Fig. 1: logic cells by family
Bar = 100 µm.
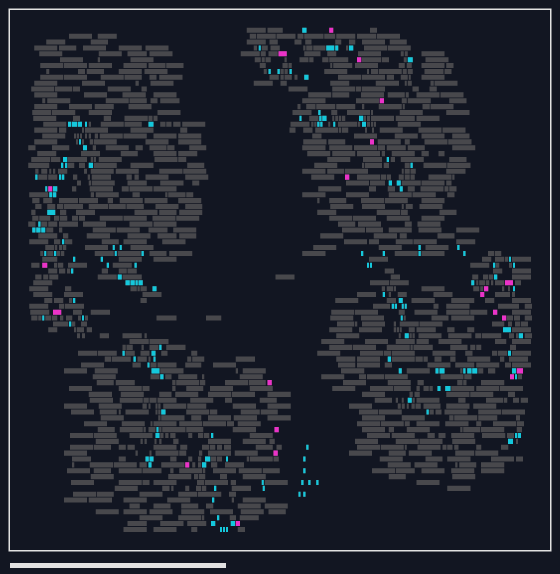
Fig. 2: M3 wires
Bar = 100 µm.
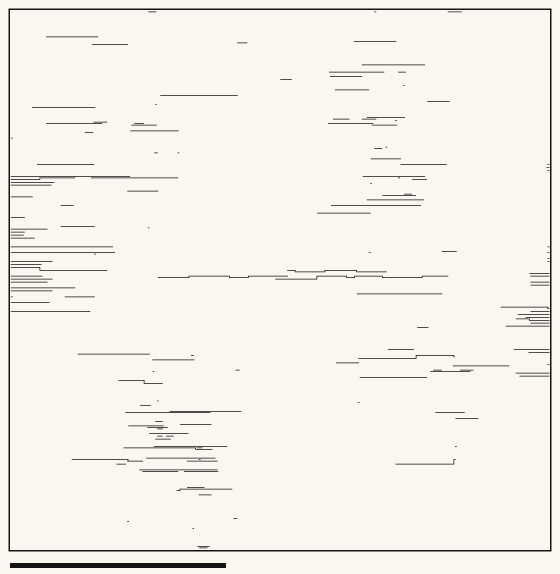
Fig. 3: wires at chosen ports, followed through buffers
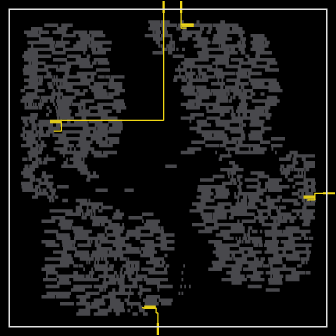
**config.mk**
```make
export PLATFORM = sky130hd
export DESIGN_NAME = wdb_entry_alloc_flat
export DESIGN_NICKNAME = d
export VERILOG_FILES = /design/src/rtl/wdb_entry_alloc_if.sv /design/src/rtl/wdb_entry_alloc.sv /design/src/flat_wrapper.sv
export SDC_FILE = /design/constraint.sdc
export NUM_CORES = 1
export LEC_CHECK = 0
export CORE_MARGIN = 8
export CORE_UTILIZATION = 35
export DETAILED_ROUTE_END_ITERATION = 16
export DONT_BUFFER_PORTS = 1
export GPL_ROUTABILITY_DRIVEN = 0
export HOLD_SLACK_MARGIN = 0.03
export PLACE_DENSITY = 0.6
export SLEW_MARGIN = 10
export SYNTH_ARGS = -nofsm -noshare
export SYNTH_HDL_FRONTEND = slang
export SYNTH_SLANG_ARGS = --single-unit
export TNS_END_PERCENT = 20
```
**constraint.sdc**
```tcl
create_clock -name clk -period 4 [get_ports clk]
set_input_delay 0.4 -clock clk [delete_from_list [all_inputs] [get_ports clk]]
set_output_delay 0.4 -clock clk [all_outputs]
set_load 0.005 [all_outputs]
```
**src/rtl/wdb_entry_alloc_if.sv**
```systemverilog
// Allocation / release handshake bundle between the WDB entry allocator
// (master) and the write-request crossbar plus write-data consumer (slave).
interface wdb_entry_alloc_if #(
  parameter int IDX_W  = 6,
  parameter int CH_NUM = 4
);
  logic [CH_NUM-1:0]            alloc_vld;
  logic [CH_NUM-1:0][IDX_W-1:0] alloc_idx;
  logic [CH_NUM-1:0]            alloc_rdy;
  logic [CH_NUM-1:0]            release_vld;
  logic [CH_NUM-1:0][IDX_W-1:0] release_idx;

  modport master (
    output alloc_vld,
    output alloc_idx,
    input  alloc_rdy,
    input  release_vld,
    input  release_idx
  );

  modport slave (
    input  alloc_vld,
    input  alloc_idx,
    output alloc_rdy,
    output release_vld,
    output release_idx
  );
endinterface

```
**src/rtl/wdb_entry_alloc.sv**
```systemverilog
// Per-channel free-list allocator for write-data-buffer entries.
// Each channel keeps a circular FIFO of the free indices it owns; a shared
// init FSM fills every FIFO with its channel's index range after reset.
// Offered indices come straight from flops: no release-to-alloc bypass.
module wdb_entry_alloc #(
  parameter int DB_ENTRY_NUM = 64,
  parameter int CH_NUM       = 4,
  localparam int IDX_W = $clog2(DB_ENTRY_NUM),
  localparam int EPC   = DB_ENTRY_NUM / CH_NUM,
  localparam int PW    = $clog2(EPC),
  localparam int CW    = PW + 1,
  localparam int CHW   = $clog2(CH_NUM)
) (
  input  logic                  clk,
  input  logic                  rst_n,
  wdb_entry_alloc_if.master     bus,
  output logic [3:0][CW-1:0]    free_cnt,
  output logic                  init_done,
  output logic [3:0]            err_overflow,
  output logic [3:0]            err_chmis
);

  typedef enum logic {
    ST_INIT = 1'b0,
    ST_RUN  = 1'b1
  } state_t;

  state_t        r_state;
  state_t        w_state_nxt;
  logic [PW-1:0] r_init_cnt;
  logic          r_init_done;
  logic          w_init;
  logic          w_run;

  assign w_init    = (r_state == ST_INIT);
  assign w_run     = (r_state == ST_RUN);
  assign init_done = r_init_done;

  // State register, init slot counter and registered init_done flag
  always_ff @(posedge clk or negedge rst_n) begin
    if (!rst_n) begin
      r_state     <= ST_INIT;
      r_init_cnt  <= '0;
      r_init_done <= 1'b0;
    end else begin
      r_state     <= w_state_nxt;
      r_init_done <= (w_state_nxt == ST_RUN);
      if (w_init) r_init_cnt <= r_init_cnt + PW'(1);
    end
  end

  // Next-state: leave INIT once the last slot of every channel is written
  always_comb begin
    w_state_nxt = r_state;
    case (r_state)
      ST_INIT: if (r_init_cnt == PW'(EPC - 1)) w_state_nxt = ST_RUN;
      ST_RUN:  w_state_nxt = ST_RUN;
      default: w_state_nxt = ST_INIT;
    endcase
  end

  for (genvar c = 0; c < CH_NUM; c++) begin : g_ch
    logic [IDX_W-1:0] r_fifo [EPC];
    logic [PW-1:0]    r_rd_ptr;
    logic [PW-1:0]    r_wr_ptr;
    logic [CW-1:0]    r_count;
    logic             r_err_ovf;
    logic             r_err_chmis;
    logic             w_vld;
    logic             w_pop;
    logic             w_own;
    logic             w_rel;
    logic             w_push;
    logic             w_ovf;
    logic             w_chmis;
    logic             w_wr_en;
    logic [IDX_W-1:0] w_wr_data;

    // Offer only in RUN with a non-empty list; idx is forced to 0 when idle
    assign w_vld   = w_run && (r_count != '0);
    assign w_pop   = w_vld && bus.alloc_rdy[c];
    assign w_own   = (bus.release_idx[c][IDX_W-1 -: CHW] == CHW'(c));
    assign w_rel   = w_run && bus.release_vld[c];
    // A pop in the same cycle frees the slot, so a full channel may still accept
    assign w_push  = w_rel && w_own && ((r_count < CW'(EPC)) || w_pop);
    assign w_ovf   = w_rel && w_own && (r_count == CW'(EPC)) && !w_pop;
    assign w_chmis = w_rel && !w_own;

    assign w_wr_en   = w_init || w_push;
    assign w_wr_data = w_init ? {CHW'(c), r_init_cnt} : bus.release_idx[c];

    assign bus.alloc_vld[c] = w_vld;
    assign bus.alloc_idx[c] = w_vld ? r_fifo[r_rd_ptr] : '0;
    assign free_cnt[c]      = r_count;
    assign err_overflow[c]  = r_err_ovf;
    assign err_chmis[c]     = r_err_chmis;

    // Pointers, occupancy and sticky error flags
    always_ff @(posedge clk or negedge rst_n) begin
      if (!rst_n) begin
        r_rd_ptr    <= '0;
        r_wr_ptr    <= '0;
        r_count     <= '0;
        r_err_ovf   <= 1'b0;
        r_err_chmis <= 1'b0;
      end else begin
        if (w_pop)   r_rd_ptr <= r_rd_ptr + PW'(1);
        if (w_wr_en) r_wr_ptr <= r_wr_ptr + PW'(1);
        if (w_wr_en && !w_pop)      r_count <= r_count + CW'(1);
        else if (!w_wr_en && w_pop) r_count <= r_count - CW'(1);
        if (w_ovf)   r_err_ovf   <= 1'b1;
        if (w_chmis) r_err_chmis <= 1'b1;
      end
    end

    // Free-index storage; contents are rewritten by INIT after every reset
    always_ff @(posedge clk) begin
      if (w_wr_en) r_fifo[r_wr_ptr] <= w_wr_data;
    end
  end

endmodule

```
**src/flat_wrapper.sv**
```systemverilog
// flat-port wrapper written by rule: the top's interface ports become plain ports
module wdb_entry_alloc_flat 
#(
  parameter int DB_ENTRY_NUM = 64,
  parameter int CH_NUM       = 4,
  localparam int IDX_W = $clog2(DB_ENTRY_NUM),
  localparam int EPC   = DB_ENTRY_NUM / CH_NUM,
  localparam int PW    = $clog2(EPC),
  localparam int CW    = PW + 1,
  localparam int CHW   = $clog2(CH_NUM)
)
  (clk, rst_n, free_cnt, init_done, err_overflow, err_chmis, bus_alloc_vld, bus_alloc_idx, bus_alloc_rdy, bus_release_vld, bus_release_idx);
  wdb_entry_alloc_if #(.IDX_W(6), .CH_NUM(CH_NUM)) bus_i ();
  input  logic clk;
  input  logic rst_n;
  output logic [3:0][CW-1:0] free_cnt;
  output logic init_done;
  output logic [3:0] err_overflow;
  output logic [3:0] err_chmis;
  output wire logic [$bits(bus_i.alloc_vld)-1:0] bus_alloc_vld;
  output wire logic [$bits(bus_i.alloc_idx)-1:0] bus_alloc_idx;
  input wire logic [$bits(bus_i.alloc_rdy)-1:0] bus_alloc_rdy;
  input wire logic [$bits(bus_i.release_vld)-1:0] bus_release_vld;
  input wire logic [$bits(bus_i.release_idx)-1:0] bus_release_idx;
  assign bus_alloc_vld = bus_i.alloc_vld;
  assign bus_alloc_idx = bus_i.alloc_idx;
  assign bus_i.alloc_rdy = bus_alloc_rdy;
  assign bus_i.release_vld = bus_release_vld;
  assign bus_i.release_idx = bus_release_idx;
  wdb_entry_alloc #(.DB_ENTRY_NUM(DB_ENTRY_NUM), .CH_NUM(CH_NUM)) u_core (.clk(clk), .rst_n(rst_n), .bus(bus_i), .free_cnt(free_cnt), .init_done(init_done), .err_overflow(err_overflow), .err_chmis(err_chmis));
endmodule
```
==> GITHUB_STEP_SUMMARY <==
## Synthesis and layout report

| Metric | Value |
|---|---|
| Syn avg cell area | 16.5 µm² |
| # hold bufs at CTS | 14 |
| Worst Tran Pin Value | around 1100 ps |
| CTS tree | built |
| Proportion of layout cells with a drive suffix above 1 | about 16% |
| Clock-cell share | 7.80% |
| Reg clk slew, reported paths | 60 ps |
| Final Max Tran Viols | 0 |
| Top logic cells by instance count in the layout | 384 x edfxtp_1, 84 x nand2_1, 75 x mux2i_1 |
| Gate count of the mapped netlist | about 1.2k |
| Critical path arrival | roughly 3800 ps |
| Gr usage total | roughly an eighth |
| Mapped Area | 0.0192 mm² |
| First-pass GRT wire length | 63.4 mm |
| PD cells | 675 mW/mm² |
| Maximum clock path buffer count | 3 |
| Latency at later pin | 600 ps |
| Crit path max-delay family | AND-OR/OR-AND gates |
| Initial antenna violation count | 0 |
| CTS H-tree lvls | 2 |
| Final Util | slightly below 40% |
| Die Height | around 250 µm |
| Clock root buffer | clkbuf_16 |
| Sequential share of cell area | 60.6% |
| Fmax | 0.303 GHz |
| Pre-Place Util | 35.1% |
| Period minus WS final | 3300 ps |
| Startpoint type of the worst setup path | register |
| Critical path capture point type | register |
| Tap cells | around 700 |
| Status | finished clean |
| Slew HR | 24.5% |
| Final Hold Fails | 0 |
| Sequential cell area | 0.0132 mm² |
| Distinct lib cells used | 57 |
| # fillers | 4925 |
| Dpl hpwl | around 28 mm |
| # DRC | 0 |
| Cell Chain, Critical Path | or4_4 -> o21ai_4 -> inv_2 -> nand2_4 -> ha_1 -> inv_1 -> fa_1 -> a21o_1 -> a2111oi_0 -> o31ai_1 |
Notes on Fig. 1 above:
[NAND gates] cyan | cells: 146 | where: all over the die
[AND and OR gates] magenta | cells: 21 | where: all over the die
logic share of the area: 25.6%
Top cell excl fill/tap: edfxtp_1

Notes on Fig. 2 above:
main direction: horizontal
nets with wire on the layer: 103
wire length on this layer: 2350 µm
share of all routed wire: 5.6%
longest straight run: 55.0 µm
Detailed Route WL: 41.6 mm
via count: 9850
met3 usage in global routing: 2.87%

Notes on Fig. 3 above:
[err_chmis] yellow | bits: 4 | direction: output | edge: 2 north, 1 east, 1 south | end cells: 4 | buffers: 0 | wire: 255 µm
input/output buffers: 0
I/O pin total: 91

==> final timing paths <==
| path | from | endpoint | slack (ps) | cells past startpoint |
|---|---|---|---|---|
| min reg2reg | u_core.r_init_cnt[3]$_DFFE_PN0N_ | u_core.r_init_cnt[3]$_DFFE_PN0N_ | 490 | 1 |
| min | bus_alloc_rdy[3] | u_core.g_ch[3].r_err_ovf$_DFFE_PN0P_ | 100 | 2 |
| max in group asynchronous | rst_n | u_core.r_state$_DFF_PN0_ | 3300 | 2 |
| max reg2reg | u_core.g_ch[2].r_count[0]$_DFFE_PN0P_ | u_core.g_ch[2].r_count[4]$_DFFE_PN0P_ | 700 | 10 |
| min in group asynchronous | rst_n | u_core.g_ch[3].r_wr_ptr[0]$_DFFE_PN0P_ | 350 | 2 |
| max | u_core.g_ch[2].r_count[0]$_DFFE_PN0P_ | u_core.g_ch[2].r_count[4]$_DFFE_PN0P_ | 700 | 10 |
==> stage by stage <==
| step | area (µm²) | setup slack [ps] |
|---|---|---|
| after floorplan | 19200 | 1150 |
| after global placement | 19800 | 732 |
| after detailed placement | 19800 | 718 |
| after CTS | 21700 | 621 |
| after global routing | 21700 | 477 |
| final | 21700 | 697 |
==> sequential cells by signal, summed over array words and instances (netlist names) <==
signal                   count
u_core.g_ch.r_rd_ptr        16
u_core.g_ch.r_fifo         384
u_core.g_ch.r_count         20
u_core.g_ch.r_wr_ptr        16
u_core.r_init_cnt            4
u_core.r_state               1
u_core.g_ch.r_err_chmis      4
u_core.g_ch.r_err_ovf        4
==> worst reg2reg max path, delay by kind of cell (launching register included) <==
family                   cells  cell delay, ps
flip-flops                   1             460
AND/OR/NAND/NOR              2             680
adder cells (fa/ha/maj)      2             650
AND-OR/OR-AND                4            1090
buffers and inverters        2             270
==> kinds of logic after synthesis <==
kind of cell / synth area share (%)
DFF: 68.6
xor gates and xnor gates: 1.78
buffers and inverters: 2.41
muxes: 12.6
AOI/OAI and AO/OA: 4.66
and+or+nand+nor: 7.03
adders and majority gates: 2.90
==> power breakdown <==
group | leakage (µW) | internal, µW | switching (µW)
registers | 0.00424 | 5430 | 875
logic | 0.00232 | 1840 | 1850
clock network | 0.000813 | 2760 | 1900
total | 0.00737 | 10000 | 4620
==> synthesized netlist by cell type (6+ instances only) <==
cell,n
edfxtp_1,384
nand2_1,84
mux2i_1,75
mux4_2,70
dfrtp_1,65
nor2_1,56
ha_1,38
xnor2_1,34
nor3_1,26
buf_2,24
inv_1,22
o21ai_0,22
nand2b_1,21
buf_4,20
a211oi_1,18
nand3_1,18
nor2b_1,18
a21oi_1,15
and2_1,13
nand4_1,11
clkbuf_1,10
buf_1,9
a31o_2,8
nand3b_1,8
a22oi_1,7
o22ai_1,7
a21o_1,6
o211ai_1,6
==> per-layer routing <==
layer | share of wire (%) | GRT usage (%)
met5 | 0 | 0
met4 | 2.9 | 4.94
met1 | 45 | 17.8
met2 | 47 | 20.6
met3 | 5.6 | 2.87
Power and IR drop assume default switching activity.
